### config.mk
export PLATFORM = sky130hd
export DESIGN_NAME = seq_alu
export DESIGN_NICKNAME = d
export VERILOG_FILES = /design/src/rtl/alu_pkg.sv /design/src/rtl/alu_comb.sv /design/src/rtl/seq_alu.sv
export SDC_FILE = /design/constraint.sdc
export NUM_CORES = 1
export LEC_CHECK = 0
export CAP_MARGIN = 20
export CELL_PAD_IN_SITES_DETAIL_PLACEMENT = 1
export CELL_PAD_IN_SITES_GLOBAL_PLACEMENT = 2
export CORE_MARGIN = 2
export CORE_UTILIZATION = 34
export DETAILED_ROUTE_END_ITERATION = 10
export PLACE_DENSITY = 0.95
export SYNTH_ARGS = -nofsm -noshare
export SYNTH_HDL_FRONTEND = slang
export SYNTH_HIERARCHICAL = 1
export SYNTH_SLANG_ARGS = --single-unit
### constraint.sdc
create_clock -name clk -period 3.4 [get_ports clk]
set_input_delay 0.68 -clock clk [delete_from_list [all_inputs] [get_ports clk]]
set_output_delay 0.68 -clock clk [all_outputs]
set_load 0.01 [all_outputs]
### src/rtl/alu_pkg.sv
// Shared definitions for the sequential ALU: operation codes and FSM states.
package alu_pkg;

  localparam logic [2:0] OP_ABS = 3'd0;
  localparam logic [2:0] OP_SHL = 3'd1;
  localparam logic [2:0] OP_AND = 3'd2;
  localparam logic [2:0] OP_OR  = 3'd3;
  localparam logic [2:0] OP_XOR = 3'd4;
  localparam logic [2:0] OP_NOT = 3'd5;
  localparam logic [2:0] OP_ADD = 3'd6;
  localparam logic [2:0] OP_SUB = 3'd7;

  typedef enum logic [1:0] {
    IDLE  = 2'd0,
    SHIFT = 2'd1,
    DONE  = 2'd2
  } state_t;

endpackage

### src/rtl/alu_comb.sv
// Single-cycle result path for every operation except the multi-cycle shift.
module alu_comb
  import alu_pkg::*;
#(
  parameter int W = 12
) (
  input  logic [W-1:0] A,
  input  logic [W-1:0] B,
  input  logic [2:0]   OP,
  output logic [W-1:0] Z,
  output logic         CarryOut,
  output logic         OV
);

  logic [W:0]   sum;
  logic [W:0]   diff;
  logic [W-1:0] neg_a;
  logic [W-1:0] min_val;

  assign sum     = {1'b0, A} + {1'b0, B};
  assign diff    = {1'b0, A} - {1'b0, B};
  assign neg_a   = ~A + 1'b1;
  assign min_val = {1'b1, {(W-1){1'b0}}};

  // Result, carry/borrow and signed overflow selected by operation code.
  always_comb begin
    Z        = '0;
    CarryOut = 1'b0;
    OV       = 1'b0;
    case (OP)
      OP_ABS: begin
        Z  = A[W-1] ? neg_a : A;
        OV = (A == min_val);  // most negative value has no positive twin
      end
      OP_AND: Z = A & B;
      OP_OR:  Z = A | B;
      OP_XOR: Z = A ^ B;
      OP_NOT: Z = ~A;
      OP_ADD: begin
        Z        = sum[W-1:0];
        CarryOut = sum[W];
        OV       = (A[W-1] == B[W-1]) && (sum[W-1] != A[W-1]);
      end
      OP_SUB: begin
        Z        = diff[W-1:0];
        CarryOut = diff[W];  // borrow: A < B unsigned
        OV       = (A[W-1] != B[W-1]) && (diff[W-1] != A[W-1]);
      end
      default: ;  // shift is handled sequentially in the top
    endcase
  end

endmodule

### src/rtl/seq_alu.sv
// Sequential ALU: accepts one request in IDLE, performs shifts one bit per
// clock in SHIFT, and holds the result in DONE until the consumer takes it.
// Handshake: a request transfers on a rising edge with in_valid && in_ready;
// a result transfers on a rising edge with out_valid && out_ready. in_ready
// and out_valid are never high together, so no request is taken on the edge
// that retires a result.
module seq_alu
  import alu_pkg::*;
#(
  parameter int W  = 12,
  parameter int SW = $clog2(W) + 1
) (
  input  logic         clk,
  input  logic         rst_n,
  input  logic         in_valid,
  output logic         in_ready,
  input  logic [W-1:0] A,
  input  logic [W-1:0] B,
  input  logic [2:0]   OP,
  output logic         out_valid,
  input  logic         out_ready,
  output logic [W-1:0] Z,
  output logic         CarryOut,
  output logic         Sign,
  output logic         OV,
  output logic         ov_sticky,
  input  logic         clr_sticky,
  output logic [1:0]   fsm_state
);

  localparam logic [SW-1:0] W_CNT = SW'(W);

  state_t        state;
  state_t        state_nxt;
  logic [SW-1:0] cnt;
  logic [SW-1:0] shamt;
  logic [W-1:0]  z_q;
  logic          c_q;
  logic          ov_q;
  logic          sticky_q;
  logic          accept;
  logic [W-1:0]  comb_z;
  logic          comb_c;
  logic          comb_ov;

  alu_comb #(.W(W)) u_comb (
    .A        (A),
    .B        (B),
    .OP       (OP),
    .Z        (comb_z),
    .CarryOut (comb_c),
    .OV       (comb_ov)
  );

  // Shift distance saturates at W: anything larger still clears the word.
  assign shamt  = (A[SW-1:0] > W_CNT) ? W_CNT : A[SW-1:0];
  assign accept = in_valid && (state == IDLE);

  // State register.
  always_ff @(posedge clk or negedge rst_n) begin
    if (!rst_n) state <= IDLE;
    else        state <= state_nxt;
  end

  // Next-state logic and handshake flags.
  always_comb begin
    state_nxt = state;
    in_ready  = 1'b0;
    out_valid = 1'b0;
    case (state)
      IDLE: begin
        in_ready = 1'b1;
        if (in_valid) begin
          if (OP == OP_SHL && shamt != '0) state_nxt = SHIFT;
          else                             state_nxt = DONE;
        end
      end
      SHIFT: begin
        if (cnt == SW'(1)) state_nxt = DONE;
      end
      DONE: begin
        out_valid = 1'b1;
        if (out_ready) state_nxt = IDLE;
      end
      default: state_nxt = IDLE;
    endcase
  end

  // Result registers double as the shift working register; they only change
  // on accept or while shifting, so late operand changes cannot leak in.
  always_ff @(posedge clk or negedge rst_n) begin
    if (!rst_n) begin
      z_q  <= '0;
      c_q  <= 1'b0;
      ov_q <= 1'b0;
      cnt  <= '0;
    end else if (accept) begin
      if (OP == OP_SHL) begin
        z_q  <= B;
        c_q  <= 1'b0;
        ov_q <= 1'b0;
        cnt  <= shamt;
      end else begin
        z_q  <= comb_z;
        c_q  <= comb_c;
        ov_q <= comb_ov;
        cnt  <= '0;
      end
    end else if (state == SHIFT) begin
      c_q <= z_q[W-1];
      z_q <= {z_q[W-2:0], 1'b0};
      cnt <= cnt - 1'b1;
    end
  end

  // Sticky overflow: set when an overflowing result is retired; set beats clear.
  always_ff @(posedge clk or negedge rst_n) begin
    if (!rst_n)                                     sticky_q <= 1'b0;
    else if (state == DONE && out_ready && ov_q)    sticky_q <= 1'b1;
    else if (clr_sticky)                            sticky_q <= 1'b0;
  end

  assign Z         = z_q;
  assign CarryOut  = c_q;
  assign Sign      = z_q[W-1];
  assign OV        = ov_q;
  assign ov_sticky = sticky_q;
  assign fsm_state = state;

endmodule

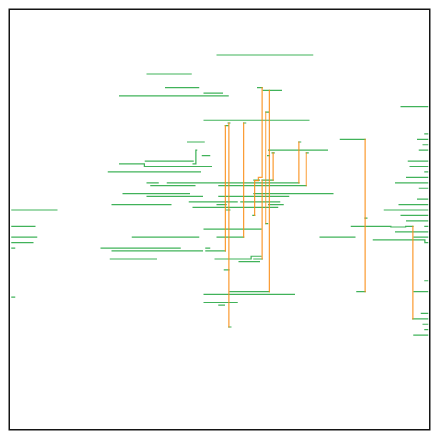
wires.png
Scale: 4 px per µm. Only two layers are drawn.
| color | layer | wire length |
|---|---|---|
| green | metal 3 | 733 µm |
| orange | metal 4 | 329 µm |
number of vias in the routed layout: 3976
all-layer global routing usage: 23.8%
total wire length after detailed routing: 13.0 mm
Routed WL per cell: 19.4 µm

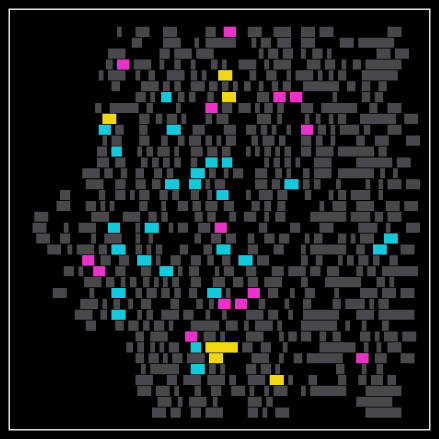
logic_types.png
Scale: 4 px per µm.
| color | family | cells | most used |
|---|---|---|---|
| yellow | multiplexers | 6 | mux2i_1 |
| magenta | XOR/XNOR gates | 14 | xnor2_1 |
| cyan | AND-OR and OR-AND gates | 25 | a221o_1 |

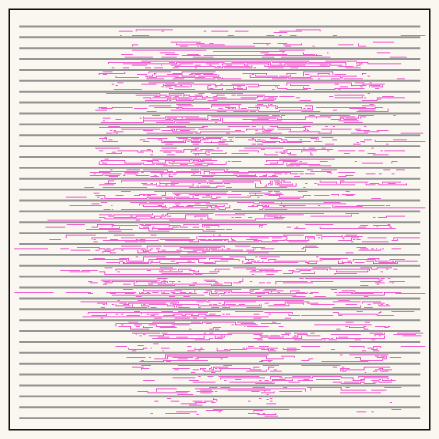
layer_met1.png
Scale: 4 px per µm. Supply wires on this layer in gray.
nets with wire on the layer: 553
share of all routed wire: 44%
wire length on this layer: 5790 µm
main direction: horizontal

==> results.txt <==
Synthesis and place-and-route results.

- The total tool warning count is 52.
- The share of layout cells above drive strength 1 is 12.2%.
- For this run, the script counts the antenna cells in the layout as 0.
- Summed over all nets, the half-perimeter wirelength after detailed placement is 10.7 mm.
- The area recorded from the Yosys report for this design is 3450 µm².
- The final weighted congestion in routability-driven placement is 0.954.
- Looking at the worst setup and hold paths, the clock pins of their registers show a slew of 0.08 ns.
- The chip occupies 11000 µm².
- The number of maximum-capacitance violations recorded for the run is 0.
- The share of the clock period used by the worst path is 93.6%.
- The TritonCTS buffer count is 3.
- The pre-CTS setup slack is -0.0390 ns.
- The layout overhead on the synthesized area is 28.1%.
- The min-delay analysis places its worst path in the category flip-flop to flip-flop.
- The number of standard cells reported by yosys is 468.
- The residual antenna-violating net count after detailed routing is 0.
- The count of input and output buffers is 51.
- Summing the sequential cell areas from Yosys gives 16.0% of the chip area.
- The largest fanout on the critical path is 8.
- After global routing the overflow that remains totals 0.
- Using the TritonRoute via totals, the vias-per-cell ratio works out to 5.91.
- Per the cell usage report, the commonest logic cells after layout are 50 x clkdlybuf4s50_1, 49 x nand2_1, 49 x buf_4.
- After detailed routing, the number of remaining DRC violations is 0.
- Setup repair after global routing left no endpoint under its margin.
- The clock latency at the later pin of the worst-skew pair is 0.27 ns.
- The final count of negative-setup-slack endpoints is 0.
- The internal reg-to-reg setup slack is 1.76 ns.
- The average instance in the mapped netlist occupies 7.37 µm².
- The I/O pin count is 52.
- The most critical hold endpoint after final layout shows a slack of 0.505 ns.
- The clock tree from TritonCTS is yes.
- The maximum number of buffers from clock root to sink is 2.
- The endpoint of the worst register-to-register path is cnt[3]$_DFFE_PN0P_.
- The largest net degree at the start of global routing is 29.
- The report puts the hold buffer count at CTS at 0.
- At the worst endpoint, the required time is 3.59 ns.
- Synthesis inferred 22 register bits.
- Hold analysis lists the worst path endpoint as OV$_DFFE_PN0P_.
- The most common library cell in the layout ignoring fill and taps is clkdlybuf4s50_1.
- At the floorplan stage, the core utilization is reported as 35.1%.
- The floorplan step defined a core boundary enclosing 9820 µm².
- The initial antenna violation count came to 0.
- The cell at the root of the clock tree is clkbuf_8.
- The worst hold path startpoint is OV$_DFFE_PN0P_.
- The depth of the CTS H-tree is 1.
- The run finished with clean final reports.
- The first global-routing pass estimated 21.4 mm of wire.
- The gate-level netlist out of Yosys references 68 unique cell types.
- The area of the mapped netlist is 3450 µm².
- The worst setup path is launched from a primary input.
- The power density over cell area is 391 nW/µm².
- The final critical-path required period is 3.18 ns.
- The die is 105 µm wide.
- The path type of the worst setup path is primary input to flip-flop.
- The worst VDD IR drop from the latest analysis is 232 µV.
- The final max-slew violation count is 0.
- The leakage power is 0.00192 µW.
- Yosys reported that registers with async set or reset make up 100%.
- The post-synth count of flops with an enable pin is 0.
- The transition time recorded at the tightest slew-check pin is 0.979 ns.
- The data arrival time reported for the critical path is 3.37 ns.
- The warning tally printed by Yosys for this design is 6.
- The net count of the mapped netlist is 542.
- The number of clock sinks is 22.
- The relative slew slack is 34.5%.
- The setup skew after layout is 0.00172 ns.
- Per the final timing report, the hold violations number 0.
- For this run, the detailed router's first-pass iteration total came to 4.
- The upper clock frequency limit is 314 MHz.
- Once routing completed, OpenROAD measured the worst setup slack at 0.219 ns.
- Synthesis produced 468 cells.
- The floorplan has 36 rows.
- The number of cells on the worst hold path is listed as 2.
- The via count of the first global-routing pass is 4129.
- The layout net count is 615.
- Per the synth stats, the flop cell with the highest instance count is dfrtp_1.
- The depth of the worst register-to-register path is 5.
- The height of the die is 105 µm.
- The violation count after the first detailed-routing iteration is 245.
- The element type at the critical path end is a flip-flop.
- In this run the critical register-to-register path is launched from fsm_state[0]$_DFFE_PN0P_.
## worst max path at each step
stage / startpoint / endpoint / slack, ns / depth (start not counted)
after CTS: B[6] / Z[11]$_DFFE_PN0P_ / 0.23 / 12
final: B[3] / Z[11]$_DFFE_PN0P_ / 0.22 / 11
after global routing: A[0] / Z[10]$_DFFE_PN0P_ / 0.03 / 13
after detailed placement: B[6] / Z[11]$_DFFE_PN0P_ / -0.04 / 12
after floorplan: A[1] / Z[11]$_DFFE_PN0P_ / 0.76 / 10
after global placement: B[6] / Z[11]$_DFFE_PN0P_ / -0.0002 / 12
## sequential cells by signal, summed over array words and instances, names as in the netlist
signal and count:
Z 12, cnt 5, fsm_state 2, CarryOut 1
OV 1, ov_sticky 1
## what timing repair did
action                                  CTS  global route
setup buffers                             0             0
gates resized                             0             1
endpoints found under the setup margin    0             1
## layout make-up
| class | instances | area, µm² |
|---|---|---|
| Clock buffer | 4 | 55.1 |
| Fill cell | 1223 | 5400 |
| Inverter | 40 | 150 |
| Multi-Input combinational cell | 373 | 2600 |
| Sequential cell | 22 | 551 |
| Tap cell | 133 | 166 |
| Timing Repair Buffer | 101 | 901 |
## per-stage QoR
step | util (%) | total power, µW | instances | setup TNS, ns | area, µm²
after floorplan | - | 1050 | 468 | 0 | 3450
after global placement | 44.4 | 1490 | 669 | -0.000171 | 4360
after detailed placement | 44.4 | 1540 | 669 | -0.0390 | 4360
after CTS | 45.0 | 1740 | 673 | 0 | 4420
after global routing | 45.0 | 1860 | 673 | 0 | 4420
final | 45.0 | 1730 | 673 | 0 | 4420
## Yosys cell counts (all sizes together) (5+ instances only)
cell type	n	share of area (%)
a211oi	9	2.1
nand2b	10	2.0
nor3	10	1.5
nor2	31	3.4
nand2	49	5.3
mux2i	5	1.5
buf	17	2.6
or4	5	1.1
o211ai	6	1.3
nor2b	6	1.1
inv	39	4.2
o31ai	6	1.7
a31oi	14	2.5
ha	40	15
a221o	5	1.5
dfrtp	22	16
a21oi	32	4.6
xnor2	13	3.3
o22ai	21	3.8
nand3	17	2.5
clkbuf	16	1.8
o21ai	22	3.2
## worst max-delay path, stage by stage
cell and delay (ns):
clkdlybuf4s50_1 0.51, inv_1 0.08, ha_1 0.44, nor2_1 0.07, a221o_1 0.34, o21ai_1 0.28, a221oi_1 0.12, or4b_1 0.49
nand3_1 0.12, nand2_1 0.07, a31oi_1 0.16
## metal layers
layer  vias to the layer above  share of wire [%]  GRT usage (%)
met4                         0                2.5           6.48
met3                        27                5.6           1.93
met1                      1938                 44           31.4
met2                       144                 47           41.7
li1                       1867                  -              -
met5                         -                  0              0
## power breakdown
group / leakage, µW / switching (µW) / total [µW] / internal, µW
logic: 0.00163 / 524 / 1040 / 517
registers: 0.000262 / 119 / 498 / 379
clock network: 0.0000288 / 86.6 / 190 / 103
total: 0.00192 / 730 / 1730 / 1000
## cells by family after synthesis
family	synth area share, %
buffers and inverters	8.77
AOI/OAI and AO/OA	31.9
muxes	2.10
adders and majority gates	15.7
DFF	16.0
and+or+nand+nor	22.0
xor gates and xnor gates	3.55
Power figures rest on the tool's default switching activity, not on a simulated workload.
